===== src/rtl/imem_boot_loader.sv =====
// imem_boot_loader: fills the CPU instruction memory from a length-prefixed,
// little-endian byte stream, then raises the CPU start signal.
// Stream: N[7:0], N[15:8], then N words of 4 bytes each, LSB first.
// Optional feature: define IMEM_LOADER_CHECKSUM_EN to require one trailing
// byte equal to the XOR of all preceding bytes, header included.
module imem_boot_loader #(
    parameter int unsigned ADDR_W = 8,
    parameter int unsigned DEPTH  = 256
) (
    input  logic              clk_i,
    input  logic              rst_i,
    input  logic [7:0]        rx_data_i,
    input  logic              rx_valid_i,
    output logic              rx_ready_o,
    output logic              imem_we_o,
    output logic [ADDR_W-1:0] imem_addr_o,
    output logic [31:0]       imem_data_o,
    output logic              cpu_start_o,
    output logic              busy_o,
    output logic              err_o,
    output logic [15:0]       words_o
);

    localparam logic [2:0] StHdr0 = 3'd0;
    localparam logic [2:0] StHdr1 = 3'd1;
    localparam logic [2:0] StData = 3'd2;
    localparam logic [2:0] StCsum = 3'd3;
    localparam logic [2:0] StDone = 3'd4;

    // Widened so N and the word index compare against DEPTH without truncation.
    localparam logic [16:0] DepthW = 17'(DEPTH);

    logic [2:0]        state_q, state_d;
    logic [7:0]        len_lo_q, len_lo_d;
    logic [15:0]       nwords_q, nwords_d;
    logic [1:0]        bidx_q, bidx_d;
    logic [15:0]       widx_q, widx_d;
    logic [23:0]       asm_q, asm_d;
    logic              we_q, we_d;
    logic [ADDR_W-1:0] addr_q, addr_d;
    logic [31:0]       data_q, data_d;
    logic              start_q, start_d;
    logic              err_q, err_d;
    logic [15:0]       words_q, words_d;
    logic              accept;
`ifdef IMEM_LOADER_CHECKSUM_EN
    logic [7:0]        csum_q, csum_d;
`endif

    assign accept = rx_valid_i && rx_ready_o;

    // Next-state logic: everything advances only on an accepted byte, except
    // the delayed start after the final data write.
    always_comb begin
        state_d  = state_q;
        len_lo_d = len_lo_q;
        nwords_d = nwords_q;
        bidx_d   = bidx_q;
        widx_d   = widx_q;
        asm_d    = asm_q;
        we_d     = 1'b0;
        addr_d   = addr_q;
        data_d   = data_q;
        start_d  = start_q;
        err_d    = err_q;
        words_d  = words_q;
`ifdef IMEM_LOADER_CHECKSUM_EN
        csum_d   = csum_q;
`endif
        if (accept) begin
`ifdef IMEM_LOADER_CHECKSUM_EN
            csum_d = csum_q ^ rx_data_i;
`endif
            case (state_q)
                StHdr0: begin
                    len_lo_d = rx_data_i;
                    state_d  = StHdr1;
                end
                StHdr1: begin
                    nwords_d = {rx_data_i, len_lo_q};
                    if ({1'b0, nwords_d} > DepthW) begin
                        err_d = 1'b1;
                    end
                    if (nwords_d == 16'd0) begin
`ifdef IMEM_LOADER_CHECKSUM_EN
                        state_d = StCsum;
`else
                        state_d = StDone;
                        start_d = 1'b1;
`endif
                    end else begin
                        state_d = StData;
                    end
                end
                StData: begin
                    bidx_d = bidx_q + 2'd1;
                    case (bidx_q)
                        2'd0: asm_d[7:0]   = rx_data_i;
                        2'd1: asm_d[15:8]  = rx_data_i;
                        2'd2: asm_d[23:16] = rx_data_i;
                        default: begin
                            // Words past DEPTH are consumed but dropped.
                            if ({1'b0, widx_q} < DepthW) begin
                                we_d    = 1'b1;
                                addr_d  = widx_q[ADDR_W-1:0];
                                data_d  = {rx_data_i, asm_q};
                                words_d = words_q + 16'd1;
                            end
                            widx_d = widx_q + 16'd1;
                            if (widx_d == nwords_q) begin
`ifdef IMEM_LOADER_CHECKSUM_EN
                                state_d = StCsum;
`else
                                state_d = StDone;
`endif
                            end
                        end
                    endcase
                end
                StCsum: begin
                    state_d = StDone;
`ifdef IMEM_LOADER_CHECKSUM_EN
                    if (rx_data_i != csum_q) begin
                        err_d = 1'b1;
                    end else if (!err_q) begin
                        start_d = 1'b1;
                    end
`endif
                end
                default: ;
            endcase
        end
        // After the last data word, start follows the write strobe by a cycle.
        if (state_q == StDone && !err_q) begin
            start_d = 1'b1;
        end
    end

    // State and output registers, cleared asynchronously.
    always_ff @(posedge clk_i or posedge rst_i) begin
        if (rst_i) begin
            state_q  <= StHdr0;
            len_lo_q <= 8'd0;
            nwords_q <= 16'd0;
            bidx_q   <= 2'd0;
            widx_q   <= 16'd0;
            asm_q    <= 24'd0;
            we_q     <= 1'b0;
            addr_q   <= '0;
            data_q   <= 32'd0;
            start_q  <= 1'b0;
            err_q    <= 1'b0;
            words_q  <= 16'd0;
`ifdef IMEM_LOADER_CHECKSUM_EN
            csum_q   <= 8'd0;
`endif
        end else begin
            state_q  <= state_d;
            len_lo_q <= len_lo_d;
            nwords_q <= nwords_d;
            bidx_q   <= bidx_d;
            widx_q   <= widx_d;
            asm_q    <= asm_d;
            we_q     <= we_d;
            addr_q   <= addr_d;
            data_q   <= data_d;
            start_q  <= start_d;
            err_q    <= err_d;
            words_q  <= words_d;
`ifdef IMEM_LOADER_CHECKSUM_EN
            csum_q   <= csum_d;
`endif
        end
    end

    assign rx_ready_o  = (state_q != StDone);
    assign busy_o      = (state_q == StData) || (state_q == StCsum);
    assign imem_we_o   = we_q;
    assign imem_addr_o = addr_q;
    assign imem_data_o = data_q;
    assign cpu_start_o = start_q;
    assign err_o       = err_q;
    assign words_o     = words_q;

endmodule


===== config.mk =====
export PLATFORM = sky130hd
export DESIGN_NAME = imem_boot_loader
export DESIGN_NICKNAME = d
export VERILOG_FILES = /design/src/rtl/imem_boot_loader.sv
export SDC_FILE = /design/constraint.sdc
export NUM_CORES = 1
export LEC_CHECK = 0
export CORE_MARGIN = 3
export CORE_UTILIZATION = 50
export DETAILED_ROUTE_END_ITERATION = 10
export PLACE_DENSITY = 0.72
export SLEW_MARGIN = 20
export SYNTH_ARGS = -nofsm -noshare
export SYNTH_HDL_FRONTEND = slang
export SYNTH_SLANG_ARGS = --single-unit
export TNS_END_PERCENT = 5

===== constraint.sdc =====
create_clock -name clk_i -period 5.1 [get_ports clk_i]
set_clock_uncertainty 0.05 [all_clocks]
set_input_delay 1.53 -clock clk_i [delete_from_list [all_inputs] [get_ports clk_i]]
set_output_delay 1.53 -clock clk_i [all_outputs]
set_load 0.01 [all_outputs]

run_1/final_congestion.png
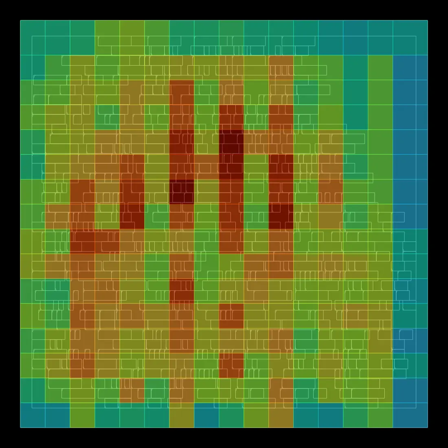
busiest grt layer: met2
drt wl/cell: 16.8 microns

run_1/pins.png
Pins as bars across the die edge, other pins in grey.
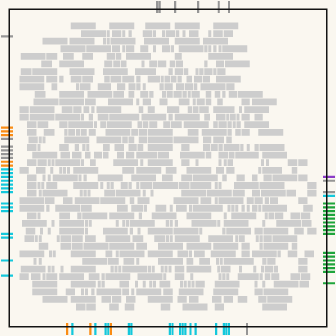
colour	port	pins	direction	edge
cyan	imem_data_o	32	output	17 bottom, 14 left, 1 right
purple	rst_i	1	input	right
green	words_o	16	output	right
orange	rx_data_i	8	input	5 left, 3 bottom

run_1/met3.png
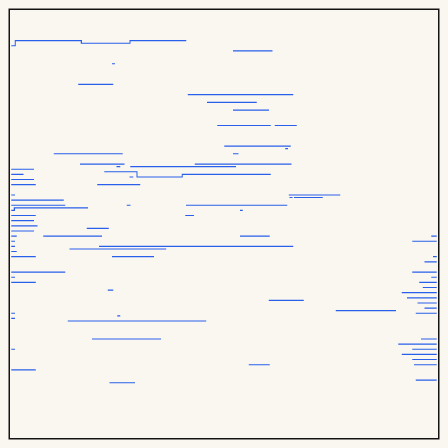
main direction	horizontal
nets with wire on the layer	65
share of all routed wire	6.3%
wire length on this layer	789 microns

==> flow_metrics.tcl, run 1 <==
# place-and-route summary
set metrics [dict create \
    maxPowerGroup "sequential cells" \
    cts-resized-gates 0 \
    port_buffers 71 \
    nFillCells 870 \
    finalNetCount 610 \
    fmax_mhz 286 \
    hp-class "reg2reg" \
    antenna_cells 0 \
    cts_buffer_depth 2 \
    common_cells "nand2_1 (144), dfrtp_1 (128), mux2_2 (49)" \
    tns_ns 0 \
    overflow 0 \
    first_global_vias 4168 \
    cp.required_ns 5.34 \
    hold_ws_ns 0.413 \
    synthCells 522 \
    die_area_sq_um 12800 \
    cp_max_fo 22 \
    r2r_start "widx_q[9]$_DFFE_PP0P_" \
    dr.pass1.iters 4 \
    tightest_slew_ns 0.730 \
    r2r-end "words_o[13]$_DFFE_PP0P_" \
    clkSinkCount 128 \
    die_y_microns 113 \
    yosysTopAreaCell "dfrtp_1" \
    syn-cell-area_sq_um 5740 \
    r2r_cells 6 \
    ys_async_sr_fraction_pct 100 \
    core.rowCount 38 \
    setup_viol 0 \
    pg_seq_mw 1.55 \
    gp_congestion 0.845 \
    start_kind "input port" \
    yosysChipArea_sq_um 5740 \
    clock_latency_ns 0.41 \
    holdPathEnd "imem_data_o[17]$_DFFE_PP0P_" \
    post-route-min-period_ns 3.50 \
    grt_pass1_wl_mm 21.1 \
    status "complete, no violations" \
    h-tree-depth 4 \
    top_cell_area_share_pct 55.8 \
    drive_gt1_share_pct 15.7 \
    die_w_microns 113 \
    post-dp-hpwl_mm 8.48 \
    yosysWarnings 0 \
    ir_drop_uv 311 \
    critPathCaptureType "flop" \
    drtIter0Drc 248 \
    placed_area_sq_um 6560 \
    edf_count 0 \
]
==> run 1: registers in the layout, summed over array words and instances (netlist names) <==
| register | count |
|---|---|
| widx_q | 16 |
| cpu_start_o | 1 |
| bidx_q | 2 |
| imem_addr_o | 8 |
| imem_we_o | 1 |
| err_o | 1 |
| state_q | 3 |
| nwords_q | 16 |
| words_o | 16 |
| len_lo_q | 8 |
| imem_data_o | 32 |
| asm_q | 24 |
==> run 1: layer usage <==
| metal | GRT usage, % | vias up | wire length (microns) | share of wire (%) |
|---|---|---|---|---|
| li1 | - | 1897 | - | - |
| met1 | 28.7 | 1985 | 5580 | 45 |
| met2 | 32.8 | 114 | 5860 | 47 |
| met3 | 4.55 | 23 | 789 | 6.3 |
| met4 | 8.41 | 0 | 271 | 2.2 |
| met5 | 0 | - | 0 | 0 |
==> run 1: cell families (layout without fill, tap and decap cells) <==
family,count (synthesis),in the layout,synth area share (%)
AND/OR/NAND/NOR,229,229,19.4
flip-flops,128,128,55.8
multiplexers,51,51,9.96
XOR/XNOR,49,49,7.74
buffers and inverters,32,114,2.42
AND-OR/OR-AND,26,26,3.14
adder cells (fa/ha/maj),7,7,1.53
==> run 1: worst max-delay path by stage <==
stage / startpoint / end / slack [ns] / cells past startpoint
after floorplan: rst_i / asm_q[0]$_DFFE_PP0P_ / 0.11 / 1
after global placement: rx_valid_i / words_o[13]$_DFFE_PP0P_ / 1.22 / 7
after detailed placement: rx_valid_i / words_o[13]$_DFFE_PP0P_ / 1.18 / 7
after CTS: rx_valid_i / words_o[13]$_DFFE_PP0P_ / 1.61 / 7
after global routing: rx_valid_i / words_o[13]$_DFFE_PP0P_ / 1.43 / 7
final: rx_valid_i / words_o[13]$_DFFE_PP0P_ / 1.60 / 7
==> run 1: area by class of cell <==
| type | instances | area [sq um] | share of cell area (%) |
|---|---|---|---|
| clock buffers | 18 | 439 | 6.13 |
| well taps | 140 | 175 | 2.45 |
| multi-input cells | 362 | 2400 | 33.5 |
| inverters | 9 | 36.3 | 0.507 |
| repair buffers | 74 | 746 | 10.4 |
| clock inverters | 13 | 164 | 2.29 |
| flip-flops and latches | 128 | 3200 | 44.7 |
==> run 1: worst max-delay path: stages <==
cell and delay, ns:
clkdlybuf4s50_1 0.58, and3b_1 0.26, nand4_4 0.33, or3_1 0.60, nor2_1 0.20, nand3_1 0.11, xnor2_1 0.13
==> run 1: cell usage in the layout, fill, tap and decap left out, drive strengths merged, types with 2 or more instances in the layout <==
master         count
and4               2
o211ai             3
or2                2
nor3b              3
nand2b             6
xor2              18
nor4              12
nor3              10
clkinv             5
o22ai              2
nand3b             3
clkbuf            18
mux2              49
buf                3
inv                9
clkinvlp           5
or3                2
nor2              16
mux2i              2
nor2b              4
clkdlybuf4s50     71
o21ai              7
ha                 7
nand3              8
a21oi              4
dfrtp            128
bufinv             3
nand2            144
nand4             15
xnor2             30
==> run 1: per-stage QoR <==
stage               power, mW  util, %  worst slack (ns)
floorplan                2.02        -             0.107
global placement         2.38     59.5              1.22
detailed placement       2.42     59.5              1.18
CTS                      3.66     64.9              1.61
global route             3.82     64.9              1.43
finish                   3.62     64.9              1.60
run_1/registers.png
Other sequential cells in the stronger grey, the rest of the logic in the fainter grey.
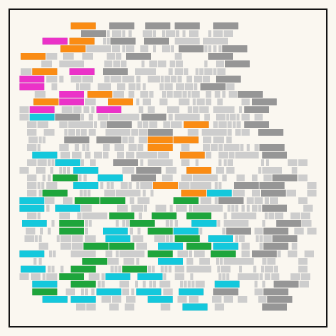

==> run 2, diff against run 1 <==
Settings changed: CORE_UTILIZATION 50 to 55, PLACE_DENSITY 0.72 to 0.75.
Clock period 5.1 ns to 3.6 ns, I/O delays scaled along.
run_2/registers.png
Other sequential cells in the stronger grey, the rest of the logic in the fainter grey.
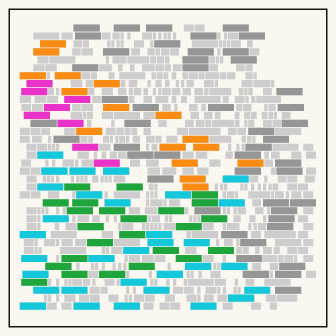
colour	signal	flops
orange	nwords_q	16
green	asm_q	24
magenta	len_lo_q	8
cyan	imem_data_o	32

run_2/metal_stack.png
Only two layers are drawn.
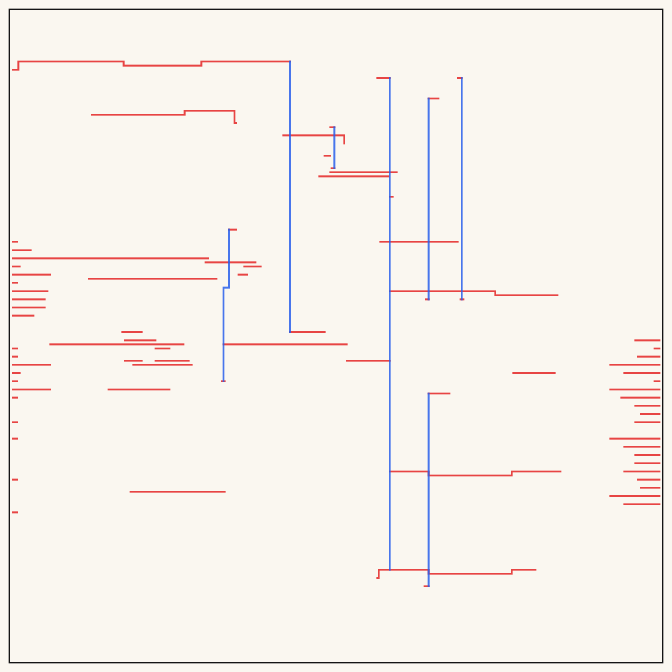
colour	layer	wire length
red	met3	553 microns
blue	met4	261 microns

==> run 2 against run 1 <==
Hold slack worse by 0.0024 ns. Combinational power is 43% higher. Utilization increased by 6.8 points. Clock power up 32%. Synthesized cell count unchanged. Sequential cell count unchanged. Non-clock buffer count rose by 5. Via count increased by 0.50%. Cell area decreased by 0.28%.
==> flow_metrics.tcl, run 2 <==
# place-and-route summary
set metrics [dict create \
    ys_sh_mux_pct 9.96 \
    top_cell_area_share_pct 55.8 \
    final_common_cell "nand2_1" \
    syn-cell-area_sq_um 5740 \
    edf_count 0 \
    status "complete, no violations" \
    xor_area_share_pct 7.74 \
    die_area_sq_um 11700 \
    yosysChipArea_sq_um 5740 \
    ir_drop_uv 441 \
    cp.required_ns 2.47 \
    fmax_mhz 337 \
    first_global_vias 4095 \
    clkSinkCount 128 \
    post-dp-hpwl_mm 8.45 \
    adder_share_pct 1.53 \
    tightest_slew_ns 0.687 \
    most-common-layout-cells "nand2_1 (144), dfrtp_1 (128), clkdlybuf4s50_1 (71), mux2_2 (49), xnor2_1 (30)" \
    synthCells 522 \
    ys_async_sr_fraction_pct 100 \
    critPathCaptureType "output pin" \
    finalNetCount 615 \
    largest_register_ffs 32 \
    dr.pass1.iters 5 \
    h-tree-depth 4 \
    grt_pass1_wl_mm 21.1 \
    start_kind "flop" \
]
-- run 2: how the worst max path moves through the flow --
stage	startpoint	end	slack, ns	depth (start not counted)
after global placement	rx_valid_i	words_o[13]$_DFFE_PP0P_	0.36	7
final	state_q[1]$_DFFE_PP0P_	busy_o	0.63	2
after CTS	state_q[1]$_DFFE_PP0P_	busy_o	0.62	2
after detailed placement	rx_valid_i	words_o[13]$_DFFE_PP0P_	0.33	7
after floorplan	rst_i	asm_q[0]$_DFFE_PP0P_	0.89	1
after global routing	state_q[1]$_DFFE_PP0P_	busy_o	0.56	2
-- run 2: routing by layer --
layer / wire (microns) / up-vias / GRT usage, %
li1: - / 1903 / -
met1: 5950 / 2015 / 33.9
met2: 5980 / 102 / 36.1
met3: 552 / 19 / 5.67
met4: 261 / 0 / 9.83
met5: 0 / - / 0
-- run 2: where the power goes --
part	internal [mW]	switching [mW]	total (mW)
Combinational	0.696	0.520	1.22
Sequential	1.86	0.348	2.21
Clock	1.03	0.583	1.61
Total	3.59	1.45	5.04
-- run 2: stage by stage --
| stage | util (%) | cell area, sq um | cells | hold slack [ns] |
|---|---|---|---|---|
| 6_report | 71.8 | 7140 | 741 | 0.411 |
| 2_1_floorplan | - | 5750 | 522 | 0.383 |
| 5_1_grt | 71.8 | 7140 | 741 | 0.437 |
| 3_5_place_dp | 66.2 | 6590 | 711 | 0.401 |
| 4_1_cts | 71.8 | 7140 | 741 | 0.415 |
| 3_3_place_gp | 66.2 | 6590 | 711 | 0.394 |
-- run 2: worst max-delay path: stages, from the launching register on --
cell and delay (ns):
dfrtp_1 0.51, nor2b_1 0.24, clkdlybuf4s50_1 0.57
-- run 2: cell families (layout without fill, tap and decap cells) --
logic type / count (synthesis) / count (layout)
adders and majority gates: 7 / 7
muxes: 51 / 51
and+or+nand+nor: 229 / 229
xor gates and xnor gates: 49 / 49
DFF: 128 / 128
buffers and inverters: 32 / 118
AOI/OAI and AO/OA: 26 / 26
-- run 2: area by class of cell --
type	instances	area, sq um	share of cell area (%)
Inverter	9	37.5	0.525
Clock buffer	24	470	6.59
Multi-Input combinational cell	362	2400	33.6
Sequential cell	128	3200	44.8
Clock inverter	6	82.6	1.16
Tap cell	133	166	2.33
Timing Repair Buffer	79	783	11.0
run_2/final_congestion.png
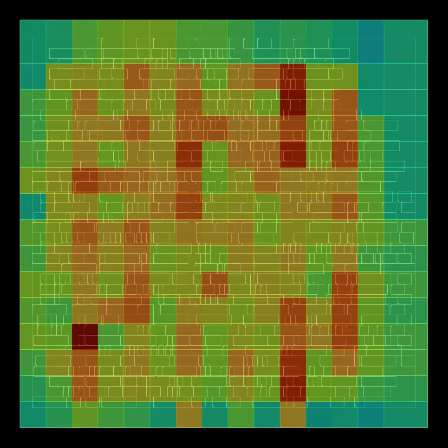

==> run 3, diff against run 2 <==
Settings changed: CORE_UTILIZATION 55 to 50, PLACE_DENSITY 0.75 to 0.72.
Clock period 3.6 ns to 2.6 ns, I/O delays scaled along.
run_3/final_congestion.png
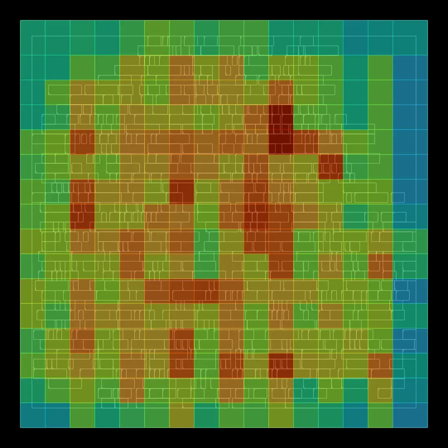
met3 usage: 5.35%
GRT met2 Usage: 35.1%

run_3/metal_stack.png
Only two layers are drawn.
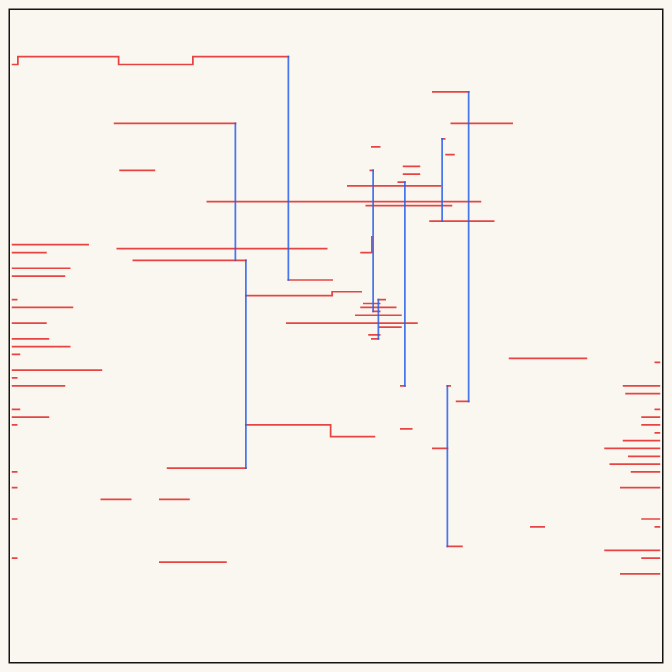
colour	layer	wire length
red	met3	608 microns
blue	met4	261 microns

==> run 3 against run 2 <==
Die area is 9.4% higher. Non-clock buffer count is 21 higher. First-iteration DRC count is 12% higher. Critical endpoint is now state_q[1]$_DFFE_PP0P_. Highest routed layer unchanged. Largest power group unchanged.
==> flow_metrics.tcl, run 3 <==
# place-and-route summary
set metrics [dict create \
    yosys_most_used_dff "dfrtp_1" \
    dp.cells 739 \
    ys_sh_mux_pct 9.96 \
    first_global_vias 4280 \
    final_common_cell "nand2_1" \
    post-dp-hpwl_mm 8.98 \
    use_met1_pct 29.8 \
    finalNetCount 636 \
    die_area_sq_um 12800 \
    cp_slowest_cell "dfrtp_1" \
    antenna_found_initial 0 \
    crit_chain "nand4_1, or4_4, o32ai_2, a21oi_1, nor4_2, buf_4, o22ai_1" \
    grt.busiest_layer "met2" \
    adder_share_pct 1.53 \
    hp-class "reg2reg" \
    largest_register_ffs 32 \
    tightest_slew_ns 0.681 \
    yosysChipArea_sq_um 5740 \
    fin_util_pct 66.9 \
    cp_num_buf_inv 1 \
    ir_drop_uv 534 \
    top_cell_area_share_pct 55.8 \
    clkSinkCount 128 \
    status "complete, no violations" \
    synthCells 522 \
    grt_pass1_wl_mm 22.1 \
    dr.pass1.iters 4 \
    max_stage_delay_ns 0.52 \
    xor_area_share_pct 7.74 \
    edf_count 0 \
    critPathCaptureType "flop" \
    h-tree-depth 4 \
    cp.required_ns 2.83 \
    hold_ws_ns 0.415 \
    final_area_sq_um 7380 \
    placed_area_sq_um 6790 \
    cp_top_family "simple AND/OR/NAND/NOR gates" \
]
run 3: cell counts after synthesis:
Identical to the previous run, type by type.
run 3: layout make-up:
| cell class | instances | area, sq um | area share, % |
|---|---|---|---|
| Clock buffer | 20 | 467 | 6.33 |
| Clock inverter | 12 | 109 | 1.48 |
| Sequential cell | 128 | 3210 | 43.5 |
| Timing Repair Buffer | 100 | 978 | 13.3 |
| Multi-Input combinational cell | 362 | 2400 | 32.6 |
| Inverter | 9 | 37.5 | 0.509 |
| Tap cell | 140 | 175 | 2.37 |
run 3: cell families after synthesis:
family | Yosys count
mux | 51
buf+inv | 32
compound gates | 26
flops | 128
xor+xnor | 49
simple gates | 229
fa+ha+maj | 7
run 3: metrics by stage:
stage / setup TNS (ns) / total power [mW]
2_1_floorplan: 0 / 3.97
3_3_place_gp: -0.627 / 4.70
3_5_place_dp: -0.999 / 4.80
4_1_cts: 0 / 7.10
5_1_grt: 0 / 7.43
6_report: 0 / 7.05
run 3: worst reg2reg max path, cell delays in order (launching register included):
cell     delay, ns
dfrtp_1       0.52
nand4_1       0.27
or4_4         0.50
o32ai_2       0.23
a21oi_1       0.14
nor4_2        0.43
buf_4         0.19
o22ai_1       0.08
run 3: worst max path at each step:
stage | from | endpoint | slack (ns) | depth (start not counted)
final | widx_q[8]$_DFFE_PP0P_ | state_q[1]$_DFFE_PP0P_ | 0.06 | 7
after CTS | widx_q[0]$_DFFE_PP0P_ | state_q[1]$_DFFE_PP0P_ | 0.03 | 7
after global placement | rx_valid_i | words_o[13]$_DFFE_PP0P_ | -0.11 | 7
after global routing | widx_q[5]$_DFFE_PP0P_ | state_q[1]$_DFFE_PP0P_ | 0.02 | 7
after detailed placement | rx_valid_i | words_o[13]$_DFFE_PP0P_ | -0.16 | 7
after floorplan | rst_i | asm_q[0]$_DFFE_PP0P_ | 0.19 | 1
run 3: layer usage:
metal / share of wire [%] / wire length, microns
met5: 0 / 0
met2: 48 / 6320
met3: 4.6 / 607
met4: 2.0 / 261
met1: 45 / 5930
run 3: power by group:
part | leakage [nW] | internal (mW) | switching [mW] | total, mW
sequential | 1.67 | 2.58 | 0.483 | 3.06
combinational | 1.48 | 0.985 | 0.728 | 1.71
clock | 0.283 | 1.39 | 0.884 | 2.28
total | 3.44 | 4.96 | 2.10 | 7.05
Power figures rest on the tool's default switching activity, not on a simulated workload.
